--- src/rtl/mimosa_uart_telemetry.sv ---
// mimosa_uart_telemetry: snapshots model buses on each model_clk rise and streams a framed 6-byte 8N1 UART packet
module mimosa_uart_telemetry #(
  parameter int CLKS_PER_BIT = 868
) (
  input  logic       clk,
  input  logic       rst,
  input  logic       model_clk,
  input  logic [7:0] uo_out,
  input  logic [7:0] uio_out,
  input  logic [7:0] debug,
  output logic       usb_tx,
  output logic       busy,
  output logic [7:0] overrun_cnt
);
  localparam int BW = $clog2(CLKS_PER_BIT);
  localparam logic [BW-1:0] LAST = BW'(CLKS_PER_BIT - 1);
  typedef enum logic [1:0] {IDLE, START, DATA, STOP} state_t;
  state_t state, state_n;
  logic [BW-1:0] baud, baud_n;
  logic [2:0] bit_idx, bit_n, byte_idx, byte_n;
  logic [7:0] seq, seq_n, s_seq, s_uo, s_uio, s_dbg, cur;
  logic model_clk_q, rise, tick, tx_n;
  assign rise = model_clk & ~model_clk_q;
  assign tick = baud == LAST;
  assign busy = state != IDLE;
  always_comb begin
    state_n = state;
    baud_n = (state == IDLE || tick) ? '0 : baud + BW'(1);
    bit_n = bit_idx;
    byte_n = byte_idx;
    seq_n = seq;
    case (state)
      IDLE: if (rise) begin
        state_n = START;
        byte_n = 3'd0;
      end
      START: if (tick) begin
        state_n = DATA;
        bit_n = 3'd0;
      end
      DATA: if (tick) begin
        state_n = bit_idx == 3'd7 ? STOP : DATA;
        bit_n = bit_idx + 3'd1;
      end
      STOP: if (tick) begin
        state_n = byte_idx == 3'd5 ? IDLE : START;
        byte_n = byte_idx == 3'd5 ? 3'd0 : byte_idx + 3'd1;
        seq_n = byte_idx == 3'd5 ? seq + 8'd1 : seq;
      end
      default: state_n = IDLE;
    endcase
  end
  always_comb begin
    cur = byte_n == 3'd0 ? 8'hA5 :
          byte_n == 3'd1 ? s_seq :
          byte_n == 3'd2 ? s_uo :
          byte_n == 3'd3 ? s_uio :
          byte_n == 3'd4 ? s_dbg :
          s_seq + s_uo + s_uio + s_dbg;
    tx_n = state_n == START ? 1'b0 : state_n == DATA ? cur[bit_n] : 1'b1;
  end
  always_ff @(posedge clk) begin
    if (rst) begin
      state <= IDLE;
      baud <= '0;
      bit_idx <= 3'd0;
      byte_idx <= 3'd0;
      seq <= 8'd0;
      s_seq <= 8'd0;
      s_uo <= 8'd0;
      s_uio <= 8'd0;
      s_dbg <= 8'd0;
      model_clk_q <= 1'b1;
      usb_tx <= 1'b1;
      overrun_cnt <= 8'd0;
    end else begin
      state <= state_n;
      baud <= baud_n;
      bit_idx <= bit_n;
      byte_idx <= byte_n;
      seq <= seq_n;
      model_clk_q <= model_clk;
      usb_tx <= tx_n;
      if (rise && !busy) begin
        s_seq <= seq;
        s_uo <= uo_out;
        s_uio <= uio_out;
        s_dbg <= debug;
      end
      if (rise && busy && overrun_cnt != 8'hFF) overrun_cnt <= overrun_cnt + 8'd1;
    end
  end
endmodule

--- config.mk ---
export PLATFORM = sky130hd
export DESIGN_NAME = mimosa_uart_telemetry
export DESIGN_NICKNAME = d
export VERILOG_FILES = /design/src/rtl/mimosa_uart_telemetry.sv
export SDC_FILE = /design/constraint.sdc
export NUM_CORES = 1
export LEC_CHECK = 0
export ABC_AREA = 1
export CELL_PAD_IN_SITES_DETAIL_PLACEMENT = 0
export CELL_PAD_IN_SITES_GLOBAL_PLACEMENT = 1
export CORE_ASPECT_RATIO = 0.7
export CORE_MARGIN = 2
export CORE_UTILIZATION = 40
export DETAILED_ROUTE_END_ITERATION = 10
export PLACE_DENSITY_LB_ADDON = 0.1
export SETUP_SLACK_MARGIN = 0.5
export SYNTH_ARGS = -nofsm -noshare
export SYNTH_HDL_FRONTEND = slang
export SYNTH_SLANG_ARGS = --single-unit
--- constraint.sdc ---
create_clock -name clk -period 5.8 [get_ports clk]
set_clock_uncertainty 0.2 [all_clocks]
set_input_delay 1.16 -clock clk [delete_from_list [all_inputs] [get_ports clk]]
set_output_delay 1.16 -clock clk [all_outputs]
set_load 0.01 [all_outputs]
==> CHANGELOG.md, run 1 <==
### Changed

- Status: complete, no violations
- I/O Pins: 37
- Max-slew violations: 0
- Crit-path most repeated cell: nand2_1
- Comb/total area: about 47%
- Dpl hpwl: approximately 7800 um
- Non-Clock Inverter Count: approximately 80
- Req. time, crit path: about 5.8 ns
- Share of layout cells above drive strength 1: about 7.7%
- Vias in the first global route: 3351
- Yosys top cell area share: 33.8%
- Hold Crit Class: reg -> reg
- CP arrival: between 3 and 4 ns
- Switching Power: approximately 0.35 mW
- Antenna Cells: 0
- R2R setup slack: roughly 2.2 ns
- Hold Crit Endpoint: baud[0]
- Grt met2 use: 28.4%
- Layout Cells excl Fill: between 700 and 800
- Int Power: around 0.94 mW
- Critical Path Start Type: flip-flop
- CTS root buf: clkbuf_16
- Count of library flops with an enable pin: 0
- Area post-placement: ~4500 um^2
- Final hold vios: 0
- Residual DRC: 0
- First-pass GRT wire length: ~17000 um
- TritonCTS clock tree: yes
- Place WS: a little over 2 ns
- Mean Syn Cell Area: roughly 7.3 um^2
- Final net count: ~650
- Reg2reg path depth: 26
- Clkbuf count: 9
- Gr usage total: around a fifth
- CP max FO: 3
- Async set or reset register ratio after synthesis: 0%
- Crit path time final: 3.60 ns
- Via count: ~3600
- Max-cap violations: 0
- Power, Total: between 1 and 1.5 mW
- Final Setup Violations: 0
- Fraction of area in registers: 28.1%
- Tool warnings: 29
- FF-to-FF End: usb_tx
- Largest net degree at the start of global routing: ~52
- PD cells: approximately 270 nW/um^2
- Final RePlAce weighted congestion: 0.861
- WL met1: 5740 um
- Critical Path Max Stage Delay: roughly 0.53 ns
- Crit-path slowest cell: fa_1
- DP Cell Count: about 710
- P_leak: around 2 nW
- Ys Warns: 0
- Synth area leaders: dfxtp_1, nand2_1, a21oi_1
- Met1 Track Usage GR: between 30% and 40%
- Flops: about 70
- Tapcells: roughly 130
- Post-synthesis sequential area ratio: between 30% and 40%
- Slew headroom: 65.8%
- # hold bufs at CTS: 0
- Sequential power share: 38.5%
- Combinational share of power: 14.8%
- TNS Setup: 0 ns
- Synth flops: ~68
- Multi-input comb cells: just under 400
- Gate Count Post-Synth: 553
- P&R area growth vs syn: 20.1%
- Achievable frequency: approximately 280 MHz
- DR WL met3: approximately 540 um
- Drt total wl: 10300 um
- Top delay family on crit path: adder cells
- Hold path start: baud[0]
- Routed wl met2: roughly 4000 um
- NonClk Buf Share: ~8.1%
- Floorplan Nets: a little over 600
- Sw Share: 27.2%
- RSZ-0062 raised after global routing: false
- FF-to-FF Start: s_seq[1]
[run 1: cells in the final DEF (no fill, tap or decap), types with 7 or more instances in the layout]
| cell | count |
|---|---|
| a21oi_1 | 62 |
| clkbuf_16 | 9 |
| clkdlybuf4s50_1 | 36 |
| dfxtp_1 | 68 |
| fa_1 | 14 |
| ha_1 | 17 |
| inv_1 | 74 |
| nand2_1 | 103 |
| nand3_1 | 49 |
| nor2_1 | 47 |
| nor3_1 | 7 |
| o21ai_0 | 37 |
[run 1: logic make-up after synthesis]
kind of cell | Yosys count | share of synthesized area, %
AND/OR/NAND/NOR | 240 | 28.2
buffers and inverters | 96 | 9.37
flip-flops | 68 | 33.8
adder cells (fa/ha/maj) | 31 | 12.2
XOR/XNOR | 12 | 2.61
AND-OR/OR-AND | 106 | 13.8
[run 1: power groups by stage]
| stage | Sequential [mW] | Clock, mW | Combinational [mW] |
|---|---|---|---|
| final | 0.497 | 0.603 | 0.191 |
| after global routing | 0.499 | 0.635 | 0.217 |
| after CTS | 0.497 | 0.613 | 0.191 |
| after detailed placement | 0.507 | 0 | 0.189 |
| after global placement | 0.507 | 0 | 0.188 |
| after floorplan | 0.504 | 0 | 0.125 |
[run 1: worst max path at each step]
| stage | startpoint | end | slack (ns) | cells past startpoint |
|---|---|---|---|---|
| finish | s_seq[1] | usb_tx | 2.20 | 26 |
| global route | s_seq[1] | usb_tx | 1.99 | 26 |
| CTS | s_seq[1] | usb_tx | 2.19 | 26 |
| detailed placement | model_clk | usb_tx | 2.02 | 22 |
| global placement | model_clk | usb_tx | 1.98 | 22 |
| floorplan | s_seq[1] | usb_tx | 2.42 | 26 |
Run 1, congestion heat map:
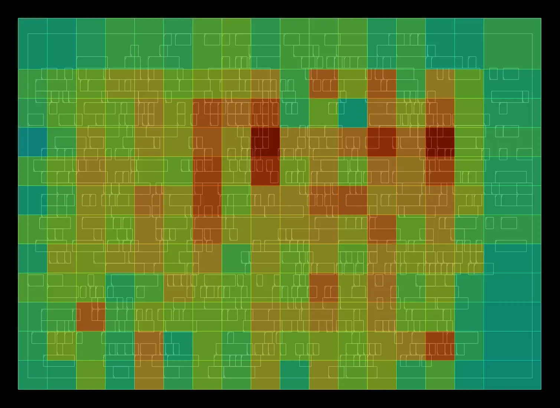
grt peak-use layer: met1
GRT met3 Usage: 4.56%

Run 1, routed clock nets over the placement:
Scale: 3 px per um.
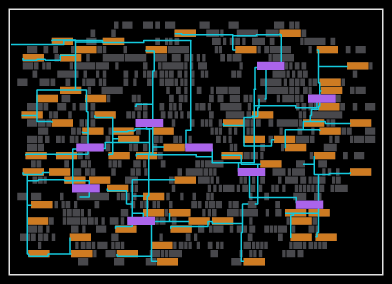
[orange] flip-flops | count: 68
[purple] clock-net drivers | count: 9
[cyan] clock wires | length: 1070 um
flops lie: spread over the die
routed clock nets: 10
Clk pwr share: 46.7%
Insertion Delay late pin: 0.34 ns
clock-net power: 0.603 mW

Run 1, placement by cell class:
Scale: 4 px per um. Fill, decap, tap and diode cells in grey.
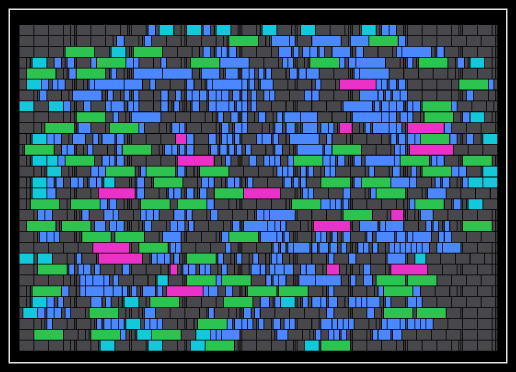
| colour | class | cells | share of their area |
|---|---|---|---|
| cyan | remaining buffers and delay cells | 40 | 8.3% |
| green | registers | 68 | 29% |
| magenta | clock drivers and dummy loads | 16 | 6.9% |
| blue | remaining logic cells | 470 | 56% |
post-layout util: 49.6%
Placement Rows: 30
Core Region: 9760 um^2
Design Area, Final: 4840 um^2

Run 1, floorplan with the power grid:
Scale: 4 px per um. Pins as bars on the die edge. Tap cells in grey.
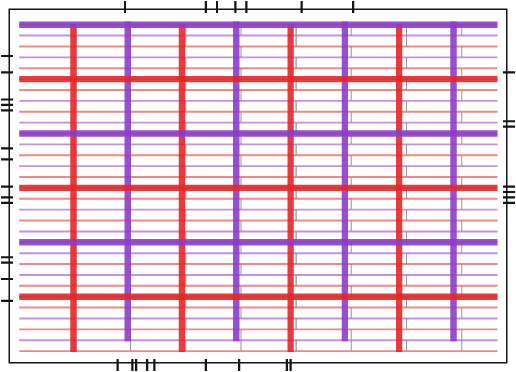
| colour | net |
|---|---|
| red | VSS |
| purple | VDD |
met5 straps: 6
met1 rails: 31
tap cells: 128
signal pins: 37
rows: 30
Die Height: 88.0 um
VDD IR max: 0.000137 V
Die X: 124 um

==> run 2, diff against run 1 <==
--- a/config.mk
+++ b/config.mk
@@ -10,7 +10,7 @@
 export CELL_PAD_IN_SITES_GLOBAL_PLACEMENT = 1
 export CORE_ASPECT_RATIO = 0.7
 export CORE_MARGIN = 2
-export CORE_UTILIZATION = 40
+export CORE_UTILIZATION = 38
 export DETAILED_ROUTE_END_ITERATION = 10
 export PLACE_DENSITY_LB_ADDON = 0.1
 export SETUP_SLACK_MARGIN = 0.5
==> constraint.sdc (replaced) <==
create_clock -name clk -period 3.2 [get_ports clk]
set_clock_uncertainty 0.2 [all_clocks]
set_input_delay 0.64 -clock clk [delete_from_list [all_inputs] [get_ports clk]]
set_output_delay 0.64 -clock clk [all_outputs]
set_load 0.01 [all_outputs]
==> CHANGELOG.md, run 2 <==
### Changed

- Vias in the first global route: 3547 (+5.8%)
- Synth Flop Type: dfxtp_1
- Commonest cells post-synth: nand2_1, inv_1, dfxtp_1, a21oi_1, nand3_1
- WP buf/inv: 3
- CTS resizes: 0
- Hold Crit Class: reg -> reg
- CP max FO: 2 (-1)
- Antenna Cells: 0 (unchanged)
- Ys Warns: 0 (unchanged)
- Tool warnings: 32 (+10%)
- Die ar.: 11500 um^2
- # hold bufs at CTS: 0 (unchanged)
- Crit-path slowest cell: fa_1
- Setup bufs post-CTS: 3
- Critical Path Start Type: flip-flop
- Via count: 3686 (+1.4%)
- Commonest Layout Cell: nand2_1
- Post-synthesis xor/xnor area fraction: 2.61% (unchanged)
- Max FFs per register: 10
- Share of layout cells above drive strength 1: 13.5% (+5.7 points)
- Status: finished, violations left
- Residual DRC: 0 (unchanged)
- # Cells Yosys: 553
- # fillers: 1048
- Dpl hpwl: 8140 um (+3.8%)
- Clock transition at the registers of the reported paths: 0.06 ns
- Post-synthesis sequential area ratio: 33.8% (unchanged)
- Insertion Delay late pin: 0.33 ns (about the same)
- Count leader, synth: nand2_1
- Critical Path Max Stage Delay: 0.53 ns (about the same)
- Post-Synth Adder-Cell Area: 12.2% (unchanged)
- CTS max path bufs: 2
- Max-cap violations: 0 (unchanged)
- Initial drt markers: roughly 200
- Top delay family on crit path: adder cells
- Die X: 127 um (+2.5%)
- Req. time, crit path: 3.24 ns (-2.60 ns)
- CTS root buf: clkbuf_16
- Clock sink count: roughly 68
- Initial antenna violation count: 0
- TritonCTS clock tree: yes
- Mean Syn Cell Area: 7.29 um^2 (unchanged)
- CP arrival: 3.48 ns (-0.17 ns)
- Grt total ovfl: 0
- 1st-pass router iterations: 5
- Final hold vios: 0 (unchanged)
- Failing checks: negative setup slack
- Synth flops: 68 (unchanged)
- Via density: between 4 and 5
- I/O Buffers: 36
- Area leader, netlist: dfxtp_1
- Post-route ant nets: 0
- Area post-placement: 4750 um^2 (+5.3%)
- Aoi share: 13.8% (unchanged)
- Crit path kind: reg -> reg
- Die Height: 90.2 um (+2.5%)
- VDD IR max: 0.000266 V (+95%)
- DP Cell Count: 737 (+4.4%)
- P_leak: 2.20 nW (+8.2%)
- Setup crit end kind: flip-flop
- Final Cycle Share: 108%
- Yosys top cell area share: 33.8% (unchanged)
- Distinct lib cells: approximately 40
- Achievable frequency: 291 MHz (+4.7%)
- Mux frac, synth: 0% (unchanged)
- RSZ-0062 raised after global routing: true
- Max-slew violations: 0 (unchanged)
- Worst Max-Slew Pin Slew: 0.516 ns
- Placement Rows: 31 (+3.3%)
- P&R area growth vs syn: 26.7%
- Layout Cells excl Fill: 756 (+4.7%)
- Top Layout Cells: nand2_1, inv_1, dfxtp_1
- Largest net degree at the start of global routing: 32 (-38%)
- Final net count: 677 (+4.6%)
- Top logic family: simple AND/OR/NAND/NOR gates
- Crit-path most repeated cell: nand2_1
- Count of library flops with an enable pin: 0 (unchanged)
- Async set or reset register ratio after synthesis: 0% (unchanged)
- Slew headroom: 65.6% (-0.16 points)
- Basic Gates by Area: 28.2% (unchanged)
- Final RePlAce weighted congestion: 0.881 (+2.4%)
- Crit path time final: 3.44 ns (-0.162 ns)
- Mapped Area: roughly 4000 um^2
- Worst Setup Slack, final: -0.240 ns
- TNS Setup: -0.240 ns (-0.240 ns)
- CTS buffer count: 9
- Biggest register: baud
- First-pass GRT wire length: 17800 um (+4.7%)
- Post-layout util: 49.5% (-0.11 points)
- YS chip area: slightly above 4000 um^2
- Final Setup Violations: 1 (+1)
- Gate Count Post-Synth: 553 (unchanged)
- Floorplan Nets: 611 (unchanged)
- Synth area leaders: dfxtp_1, nand2_1, a21oi_1
- PD cells: 460 nW/um^2 (+72%)
- I/O Pins: 37 (unchanged)
- H-tree depth: 3
- Floorplan Utilization: between 30 and 40%
-- run 2: through the flow --
stage | power (mW) | setup WS (ns) | hold slack [ns]
2_1_floorplan | 1.14 | -0.0452 | 0.218
3_3_place_gp | 1.27 | -0.264 | 0.233
3_5_place_dp | 1.28 | -0.289 | 0.245
4_1_cts | 2.38 | -0.258 | 0.256
5_1_grt | 2.46 | -0.471 | 0.279
6_report | 2.35 | -0.240 | 0.254
-- run 2: power by group --
group / internal (mW) / total [mW] / switching [mW]
clock: 0.703 / 1.09 / 0.386
sequential: 0.877 / 0.899 / 0.0222
combinational: 0.155 / 0.361 / 0.206
total: 1.74 / 2.35 / 0.614
-- run 2: layer usage --
| metal | up-vias | part of all wire (%) | wire (um) | track usage [%] |
|---|---|---|---|---|
| met5 | - | 0 | 0 | 0 |
| met4 | 0 | 1.5 | 159 | 4.85 |
| met3 | 14 | 3.0 | 321 | 4.46 |
| met2 | 62 | 39 | 4160 | 27.9 |
| met1 | 1686 | 56 | 5960 | 29.6 |
| li1 | 1924 | - | - | - |
-- run 2: layout make-up --
type | count | area [um^2] | share of cell area, %
well taps | 132 | 165 | 3.23
multi-input cells | 389 | 2310 | 45.2
flip-flops and latches | 68 | 1360 | 26.7
repair buffers | 70 | 628 | 12.3
clock inverters | 6 | 87.6 | 1.72
clock buffers | 10 | 239 | 4.68
inverters | 81 | 313 | 6.13
-- run 2: final timing paths --
kind,start,to,slack [ns],cells past startpoint
setup / recovery,s_uo[1],usb_tx,-0.24,26
hold / removal,baud[0],baud[0],0.25,1
setup reg to reg,s_uo[1],usb_tx,-0.24,26
hold reg to reg,baud[0],baud[0],0.25,1
Run 2, signal wires by layer:
Scale: 4 px per um.
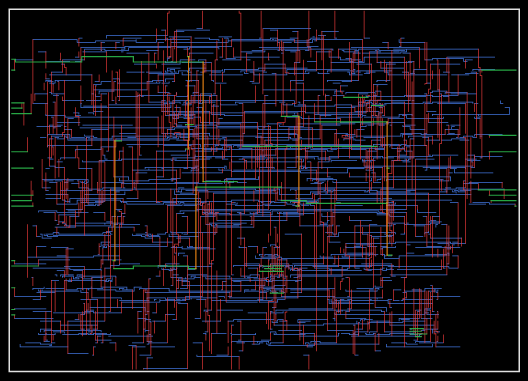
| colour | layer | wire length |
|---|---|---|
| red | M2 | 4160 um |
| green | M3 | 321 um |
| blue | M1 | 5960 um |
| orange | M4 | 159 um |
drt total wl: 10600 um
wire length per cell: 14.0 um
gr usage total: 19.6%

Run 2, placement by cell class:
Scale: 4 px per um. Fill, decap, tap and diode cells in grey.
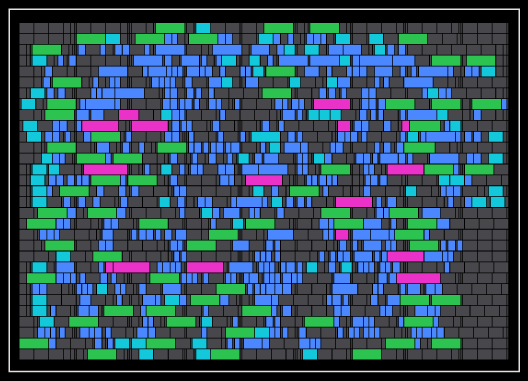
| colour | class | cells | share of their area |
|---|---|---|---|
| magenta | clock drivers and dummy loads | 16 | 6.6% |
| green | registers | 68 | 28% |
| cyan | remaining buffers and delay cells | 70 | 13% |
| blue | remaining logic cells | 470 | 53% |
Core Region: 10300 um^2
Design Area, Final: 5110 um^2

==> run 3, diff against run 2 <==
--- a/config.mk
+++ b/config.mk
@@ -12,7 +12,7 @@
 export CORE_MARGIN = 2
 export CORE_UTILIZATION = 38
 export DETAILED_ROUTE_END_ITERATION = 10
-export PLACE_DENSITY_LB_ADDON = 0.1
+export PLACE_DENSITY_LB_ADDON = 0.12
 export SETUP_SLACK_MARGIN = 0.5
 export SYNTH_ARGS = -nofsm -noshare
 export SYNTH_HDL_FRONTEND = slang
==> CHANGELOG.md, run 3 <==
### Changed

- Worst path depth: 26 (unchanged)
- Crit-path slowest cell: fa_1
- Distinct lib cells: 40 (unchanged)
- Failing checks: negative setup slack
- Initial antenna violation count: 0 (unchanged)
- Die Height: 90.2 um (unchanged)
- Largest net degree at the start of global routing: 32 (unchanged)
- Commonest cells post-synth: nand2_1, inv_1, dfxtp_1, a21oi_1, nand3_1
- Tool warnings: 32 (unchanged)
- Critical Path Max Stage Delay: 0.54 ns (about the same)
- Design Area, Final: 5070 um^2 (-0.76%)
- Synth Flop Type: dfxtp_1
- Max FFs per register: 10 (unchanged)
- Critical Path Start Type: flip-flop
- Setup crit end kind: flip-flop
- Synth area leaders: dfxtp_1, nand2_1, a21oi_1
- Max-slew violations: 0 (unchanged)
- Hold Crit Class: reg -> reg
- Mean Syn Cell Area: 7.29 um^2 (unchanged)
- Crit path time final: 3.43 ns (-0.00660 ns)
- Achievable frequency: 291 MHz (+0.19%)
- First-pass GRT wire length: 17700 um (-0.74%)
- Residual DRC: 0 (unchanged)
- Wire length per cell: 13.9 um (-0.56%)
- Crit-path most repeated cell: nand2_1
- Initial drt markers: 172 (-14%)
- Status: finished, violations left
- Area post-placement: 4770 um^2 (+0.32%)
- Top delay family on crit path: adder cells
- CP max FO: 2 (unchanged)
- Mapped Area: 4030 um^2 (unchanged)
- Count leader, synth: nand2_1
- CTS max path bufs: 2 (unchanged)
- Clock sink count: 68 (unchanged)
- Place WS: -0.289 ns (-0.000540 ns)
- Crit path capture: usb_tx
- Dpl hpwl: 8200 um (+0.67%)
- Via count: 3745 (+1.6%)
- # Cells Yosys: 553 (unchanged)
- I/O Buffers: 36 (unchanged)
- Biggest register: baud
- P&R area growth vs syn: 25.7%
- Grt total ovfl: 0 (unchanged)
- CTS root buf: clkbuf_16
- Yosys top cell area share: 33.8% (unchanged)
- Crit path kind: reg -> reg
- Final hold vios: 0 (unchanged)
- Floorplan Utilization: 39.1% (unchanged)
- Ys Warns: 0 (unchanged)
- RSZ-0062 raised after global routing: true
- FF-to-FF End: usb_tx
- Die X: 127 um (unchanged)
- Hold Crit Endpoint: baud[0]
- Final RePlAce weighted congestion: 0.871 (-1.1%)
- Final Setup Violations: 1 (unchanged)
- Core Region: 10300 um^2 (unchanged)
- # fillers: 1065 (+1.6%)
- Area leader, netlist: dfxtp_1
- Top Layout Cells: nand2_1, inv_1, dfxtp_1
- Worst hold stages: 1 (unchanged)
- TritonCTS clock tree: yes
- CP arrival: 3.46 ns (-0.02 ns)
- Share of layout cells above drive strength 1: 13.1% (-0.32 points)
- Hold path start: baud[0]
- Gate Count Post-Synth: 553 (unchanged)
- R2R setup slack: -0.23 ns (about the same)
- YS chip area: 4030 um^2 (unchanged)
- Worst Setup Slack, final: -0.234 ns (+0.00660 ns)
- # hold bufs at CTS: 0 (unchanged)
- Max-cap violations: 0 (unchanged)
- PD cells: 433 nW/um^2 (-6.0%)
- FF-to-FF Start: s_seq[1]
- CTS buffer count: 9 (unchanged)
- Req. time, crit path: 3.23 ns (about the same)
- Async set or reset register ratio after synthesis: 0% (unchanged)
- Post-route ant nets: 0 (unchanged)
- WP buf/inv: 3 (unchanged)
- Final Cycle Share: 107% (-0.21 points)
- Final net count: 677 (unchanged)
- Synth flops: 68 (unchanged)
- H-tree depth: 3 (unchanged)
- Drt total wl: 10500 um (-0.56%)
- I/O Pins: 37 (unchanged)
- P_leak: 2.17 nW (-1.5%)
- Insertion Delay late pin: 0.33 ns (about the same)
- Slew headroom: 64.9% (-0.68 points)
- Count of library flops with an enable pin: 0 (unchanged)
- Flop area: 1360 um^2 (unchanged)
- 1st-pass router iterations: 5 (unchanged)
- Antenna Cells: 0 (unchanged)
- Reg2reg path depth: 26 (unchanged)
- Worst Setup SP: s_seq[1]
- VDD IR max: 0.000247 V (-7.2%)
- Clock transition at the registers of the reported paths: 0.06 ns (about the same)
- Via density: 4.95 (+1.6%)
- Worst Max-Slew Pin Slew: 0.521 ns (+0.00521 ns)
- Footprint of the multi-input gates: 2320 um^2 (+0.32%)
- Commonest Layout Cell: nand2_1
- Die ar.: 11500 um^2 (unchanged)
- Floorplan Nets: 611 (unchanged)
- Vias in the first global route: 3569 (+0.62%)
- Post-synthesis sequential area ratio: 33.8% (unchanged)
run 3: repair_timing:
item	in CTS	in global routing
endpoints found under the setup margin	1	1
buffers inserted	1	0
gates resized	2	0
pin swaps	2	0
run 3: through the flow:
step / std cells / power [mW] / setup TNS (ns) / util [%] / hold WS [ns]
finish: 756 / 2.19 / -0.234 / 49.1 / 0.257
global route: 756 / 2.31 / -0.461 / 49.1 / 0.281
CTS: 756 / 2.22 / -0.245 / 49.1 / 0.261
detailed placement: 739 / 1.28 / -0.289 / 46.2 / 0.252
global placement: 739 / 1.28 / -0.247 / 46.2 / 0.231
floorplan: 553 / 1.14 / -0.0452 / - / 0.218
run 3: final cells by class:
type,instances,share of cell area (%)
clock buffer,11,4.79
clock inverter,5,0.741
inverter,81,6.17
multi-input combinational,389,45.7
sequential,68,26.9
tap,132,3.26
timing repair buffer,70,12.4
run 3: routing by layer:
| layer | vias up | wire length [um] | track usage [%] |
|---|---|---|---|
| met1 | 1721 | 5660 | 28.9 |
| met2 | 78 | 4270 | 27.9 |
| met3 | 11 | 510 | 4.46 |
| li1 | 1935 | - | - |
| met4 | 0 | 101 | 5.04 |
| met5 | - | 0 | 0 |
run 3: cell families (layout without fill, tap and decap cells):
kind of cell,after synthesis,count (layout),synth area share [%]
buffers and inverters,96,167,9.37
XOR/XNOR,12,12,2.61
AND/OR/NAND/NOR,240,240,28.2
AND-OR/OR-AND,106,106,13.8
adder cells (fa/ha/maj),31,31,12.2
flip-flops,68,68,33.8
run 3: power by group:
group	internal, mW	switching [mW]
sequential	0.877	0.0233
clock	0.547	0.379
combinational	0.160	0.206
total	1.58	0.608
Run 3, placement by cell class:
Scale: 4 px per um. Fill, decap, tap and diode cells in grey.
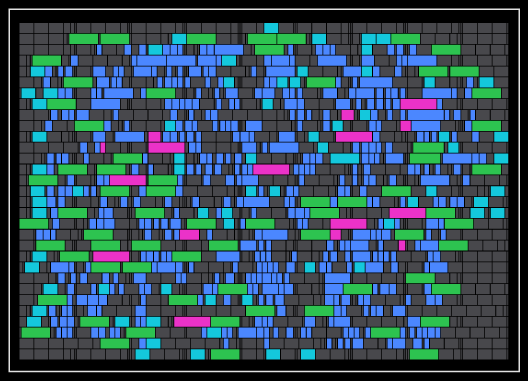
| colour | class | cells | share of their area |
|---|---|---|---|
| cyan | remaining buffers and delay cells | 70 | 13% |
| blue | remaining logic cells | 470 | 54% |
| magenta | clock drivers and dummy loads | 16 | 5.7% |
| green | registers | 68 | 28% |
Placement Rows: 31
post-layout util: 49.1%

Run 3, congestion heat map:
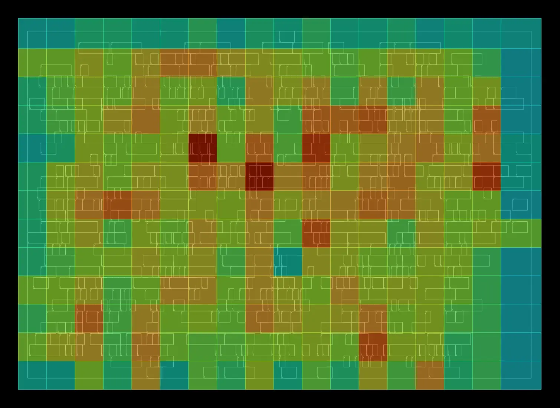
gr usage total: 19.4%
GRT met3 Usage: 4.46%
grt met2 use: 27.9%

No activity file was given, so power comes from the tool's default toggle rates.
